$ cat config.mk
export PLATFORM = sky130hd
export DESIGN_NAME = reg_decode_issue
export DESIGN_NICKNAME = d
export VERILOG_FILES = /design/src/rtl/reg_decode_issue.sv
export SDC_FILE = /design/constraint.sdc
export NUM_CORES = 1
export LEC_CHECK = 0
export ABC_AREA = 1
export CAP_MARGIN = 0
export CORE_ASPECT_RATIO = 0.9
export CORE_MARGIN = 2
export CORE_UTILIZATION = 50
export DETAILED_ROUTE_END_ITERATION = 10
export PLACE_DENSITY = 0.77
export SLEW_MARGIN = 20
export SYNTH_ARGS = -nofsm -noshare
export SYNTH_HDL_FRONTEND = slang
export SYNTH_SLANG_ARGS = --single-unit
export TNS_END_PERCENT = 50
$ cat constraint.sdc
create_clock -name clk -period 7.51 [get_ports clk]
set_input_delay 2.253 -clock clk [delete_from_list [all_inputs] [get_ports clk]]
set_output_delay 2.253 -clock clk [all_outputs]
set_load 0.01 [all_outputs]
$ cat src/rtl/reg_decode_issue.sv
// Decode/issue stage: latches one MIPS word, decodes it, checks the register window and scoreboard, then issues it.
// Latency: word accepted at edge N is evaluated at N+1 and issued (issueValid high) after N+1; one instruction every 3 cycles at best.
// Backpressure: instReady is low outside EMPTY; issue* holds stable until issueReady; RAW/WAW hazards stall in HOLD.
module reg_decode_issue #(
  parameter int REG_BASE  = 8,
  parameter int REG_COUNT = 16,
  parameter int STALL_W   = 16
) (
  input  logic               clk,
  input  logic               reset,
  input  logic               instValid,
  input  logic [31:0]        instData,
  output logic               instReady,
  output logic               issueValid,
  input  logic               issueReady,
  output logic [5:0]         issueOpcode,
  output logic [4:0]         issueRs,
  output logic [4:0]         issueRt,
  output logic [4:0]         issueDest,
  output logic               issueWrite,
  output logic [15:0]        issueImm,
  input  logic               wbValid,
  input  logic [4:0]         wbAddress,
  output logic               regError,
  output logic [STALL_W-1:0] stallCount
);

  localparam int IDX_W = (REG_COUNT > 1) ? $clog2(REG_COUNT) : 1;

  typedef enum logic [1:0] {S_EMPTY, S_HOLD, S_OUT} state_t;

  state_t               state;
  logic [31:0]          inst_q;
  logic [REG_COUNT-1:0] busy;

  // True when an architectural address falls inside the tracked window.
  function automatic logic in_window(input logic [4:0] a);
    return (int'(a) >= REG_BASE) && (int'(a) <= REG_BASE + REG_COUNT - 1);
  endfunction

  // Scoreboard index of an in-window address.
  function automatic logic [IDX_W-1:0] win_idx(input logic [4:0] a);
    logic [4:0] d;
    d = a - 5'(REG_BASE);
    return d[IDX_W-1:0];
  endfunction

  logic [5:0] op;
  logic [4:0] rs, rt, rd;
  logic       legal, use_rs, use_rt, writes;
  logic [4:0] dest;
  logic       out_of_window, hazard, bad;

  assign op = inst_q[31:26];
  assign rs = inst_q[25:21];
  assign rt = inst_q[20:16];
  assign rd = inst_q[15:11];

  // Classify the latched opcode into source usage and destination.
  always_comb begin
    legal  = 1'b1;
    use_rs = 1'b0;
    use_rt = 1'b0;
    writes = 1'b0;
    dest   = 5'd0;
    case (op)
      6'h00: begin use_rs = 1'b1; use_rt = 1'b1; writes = 1'b1; dest = rd; end
      6'h08,
      6'h23: begin use_rs = 1'b1; writes = 1'b1; dest = rt; end
      6'h2B,
      6'h04: begin use_rs = 1'b1; use_rt = 1'b1; end
      default: legal = 1'b0;
    endcase
  end

  // Window and hazard checks only consider the fields this opcode actually uses.
  always_comb begin
    out_of_window = (use_rs && !in_window(rs)) ||
                    (use_rt && !in_window(rt)) ||
                    (writes && !in_window(dest));
    hazard = (use_rs && busy[win_idx(rs)]) ||
             (use_rt && busy[win_idx(rt)]) ||
             (writes && busy[win_idx(dest)]);
    bad = !legal || out_of_window;
  end

  assign instReady = (state == S_EMPTY);

  // Capture / evaluate / issue sequencing with registered issue outputs.
  always_ff @(posedge clk or posedge reset) begin
    if (reset) begin
      state       <= S_EMPTY;
      inst_q      <= '0;
      issueValid  <= 1'b0;
      issueOpcode <= '0;
      issueRs     <= '0;
      issueRt     <= '0;
      issueDest   <= '0;
      issueWrite  <= 1'b0;
      issueImm    <= '0;
      regError    <= 1'b0;
      stallCount  <= '0;
    end else begin
      regError <= 1'b0;
      case (state)
        S_EMPTY: begin
          if (instValid) begin
            inst_q <= instData;
            state  <= S_HOLD;
          end
        end
        S_HOLD: begin
          if (bad) begin
            regError <= 1'b1;
            state    <= S_EMPTY;
          end else if (hazard) begin
            if (stallCount != {STALL_W{1'b1}})
              stallCount <= stallCount + STALL_W'(1);
          end else begin
            issueValid  <= 1'b1;
            issueOpcode <= op;
            issueRs     <= rs;
            issueRt     <= rt;
            issueDest   <= dest;
            issueWrite  <= writes;
            issueImm    <= inst_q[15:0];
            state       <= S_OUT;
          end
        end
        S_OUT: begin
          if (issueReady) begin
            issueValid <= 1'b0;
            state      <= S_EMPTY;
          end
        end
        default: state <= S_EMPTY;
      endcase
    end
  end

  // Busy scoreboard: writeback clears, issue handshake sets; set wins on collision.
  always_ff @(posedge clk or posedge reset) begin
    if (reset) begin
      busy <= '0;
    end else begin
      if (wbValid && in_window(wbAddress))
        busy[win_idx(wbAddress)] <= 1'b0;
      if (state == S_OUT && issueValid && issueReady && issueWrite)
        busy[win_idx(issueDest)] <= 1'b1;
    end
  end

endmodule

**M1 wires**

Scale: 4 px per µm. Supply wires on this layer in gray. Cells faint in the background.
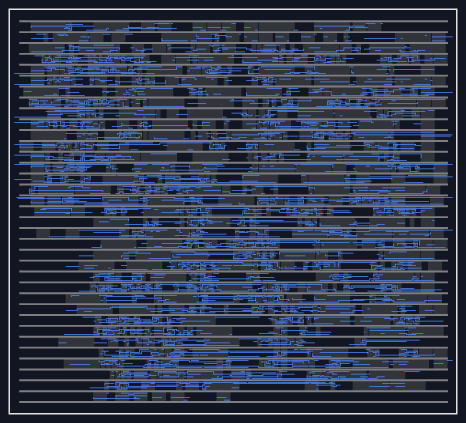
- longest straight run: 27.8 µm
- nets with wire on the layer: 689
- main direction: horizontal
- share of all routed wire: 47%
- wire length on this layer: 6,160 µm

**M2 wires**

Scale: 4 px per µm.
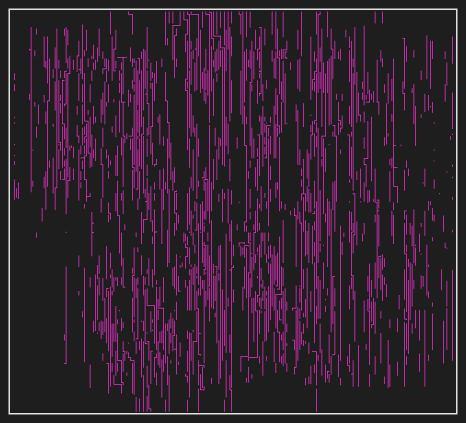
- share of all routed wire: 47%
- wire length on this layer: 6,120 µm

**The metal 3 layer**

Scale: 4 px per µm. Cells faint in the background.
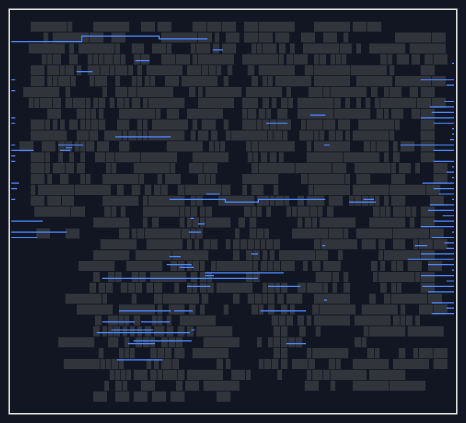
- share of all routed wire: 4.4%
- longest straight run: 38.6 µm
- main direction: horizontal
- wire length on this layer: 568 µm

**Signal wires on met4**

Scale: 3 px per µm. Supply wires on this layer in gray. Cells faint in the background.
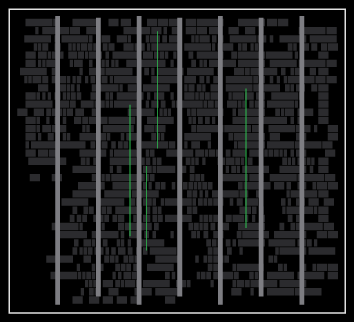
- share of all routed wire: 1.2%
- wire length on this layer: 156 µm
- main direction: vertical
- longest straight run: 46.2 µm
- nets with wire on the layer: 3

**Congestion heat map**

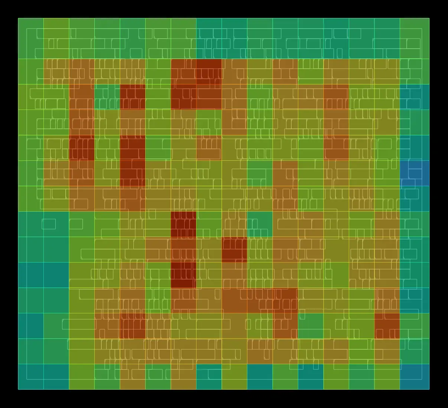
Finished Core Util: 63.8%
routing usage on met2: 38.2%
All-Layer GR Usage: 23.5%
routing usage on met1: 33.4%

==> ci_impl_report.md <==
### Flow metrics

| Metric | Value |
|---|---|
| Sequential cell area in the final layout | `0.00265 mm²` |
| Pin count of the biggest net entering global routing | `77` |
| CP Capture Type | `output pin` |
| Worst Setup Slack post-DPL | `3.51 ns` |
| Yosys reg bits | `106` |
| Switching power | `0.000544 W` |
| Ordered list of cells on the worst path | `nor2_1, clkdlybuf4s50_1` |
| Biggest area contributors in the synthesized netlist | `dfrtp_1, nand2_1, a21oi_1` |
| Multi-input gate share of the layout cell area | `32.9%` |
| Floorplan net count | `665` |
| I/O pins | `99` |
| Yosys Instances | `622` |
| Combinational share of power | `28.6%` |
| H-tree levels | `3` |
| Area of the core | `0.0102 mm²` |
| Clock-pin slew on the worst setup and hold paths | `0.07 ns` |
| Maximum buffer depth of the clock tree | `2` |
| Maximum capacitance violations | `0` |
| Fraction of area in registers | `40.7%` |
| Overflow after GRT | `0` |
| Distinct lib cells | `36` |
| Number of enable-type register cells in the synthesized netlist | `0` |
| Post-CTS Resized | `0` |
| Cell with the largest stage delay on the worst path | `clkdlybuf4s50_1` |
| Portion of the post-synthesis area used by sequential elements | `51.0%` |
| Simple-Gate Fraction of Synth Area | `23.3%` |
| Die H | `101 µm` |
| Post-route antenna net violation count | `0` |
| Clock tree from TritonCTS | `done` |
| Library cell with the largest summed area after synthesis | `dfrtp_1` |
| Well tap count | `129` |
| Post-cts hold-fix buffer tally | `0` |
| Element type at the critical path start | `flop` |
| Result of the run | `complete, no violations` |
| First-pass GRT wire length | `21,200 µm` |
| Library cell with the highest instance count after synthesis | `nand2_1` |
| Arrival time at the worst endpoint | `1.59 ns` |
| Switch share | `31.8%` |
| Clock insertion delay at the later pin of the skew report | `0.35 ns` |
| Number of global-route vias before repair | `4,229` |
| Buffers on Ports | `98` |
| Internal Dissipation | `0.00117 W` |
| Minimum period implied by the final worst setup slack | `3.85 ns` |
| Number of antenna violations at the first check in global routing | `0` |
| Classification of the worst setup path | `reg2out` |
| Critical path buffer and inverter count | `1` |
| Post-synthesis xor/xnor area fraction | `2.70%` |
| Final Routed Wirelength | `13,000 µm` |
| Endpoints failing setup | `0` |
| Number of nets at the end of the flow | `754` |
| Clock network area share | `4.42%` |
| Inverter count | `71` |
| Setup slack of the critical path after layout | `3.66 ns` |
| Mux share | `0.217%` |
| Total count of hold-check failures in the final report | `0` |
| Maximum clock skew at final layout | `0.00930 ns` |
| FP Util | `51.0%` |
| Clk sinks | `106` |
| Number of buffers created by CTS | `9` |
| Routed WL per cell | `15.4 µm` |
| Diode insertion count for antenna repair | `0` |
| Clock group share of total power | `26.5%` |
| Post-CTS Setup Bufs | `0` |
==> final timing paths <==
kind                                       startpoint                          to  slack (ns)
setup / recovery                 state[0]$_DFFE_PP0P_                   instReady        3.66
hold / removal             issueOpcode[4]$_DFFE_PP0P_  issueOpcode[4]$_DFFE_PP0P_        0.47
setup reg to reg               inst_q[30]$_DFFE_PP0P_     issueImm[2]$_DFFE_PP0P_        4.51
hold reg to reg            issueOpcode[4]$_DFFE_PP0P_  issueOpcode[4]$_DFFE_PP0P_        0.47
max in group asynchronous                       reset  issueOpcode[1]$_DFFE_PP0P_        4.00
min in group asynchronous                       reset     issueImm[5]$_DFFE_PP0P_        2.29
==> metal layers <==
metal / wire length, µm / track usage, %
met1: 6160 / 33.4
met2: 6120 / 38.2
met3: 567 / 4.09
met4: 156 / 5.89
met5: 0 / 0
==> per-stage QoR <==
stage / util, % / hold slack (ns) / std cells / power, W
final: 63.8 / 0.466 / 845 / 0.00171
after global routing: 63.8 / 0.491 / 845 / 0.00181
after CTS: 63.8 / 0.471 / 845 / 0.00173
after detailed placement: 60.9 / 0.452 / 829 / 0.00127
after global placement: 60.9 / 0.451 / 829 / 0.00124
after floorplan: - / 0.481 / 622 / 0.00101
==> power groups by stage <==
stage                     combinational [W]  sequential [W]  clock, W
after global routing               0.000537        0.000784  0.000487
final                              0.000490        0.000767  0.000453
after global placement             0.000477        0.000768         0
after detailed placement           0.000492        0.000777         0
after CTS                          0.000494        0.000768  0.000464
after floorplan                    0.000210        0.000799         0
==> registers in the layout, indices dropped and copies added, names as in the netlist, 5 cells and up <==
| signal | flops |
|---|---|
| inst_q | 32 |
| busy | 16 |
| issueImm | 16 |
| stallCount | 16 |
| issueOpcode | 6 |
| issueDest | 5 |
| issueRs | 5 |
| issueRt | 5 |
Power is estimated from default activity; no workload was simulated.
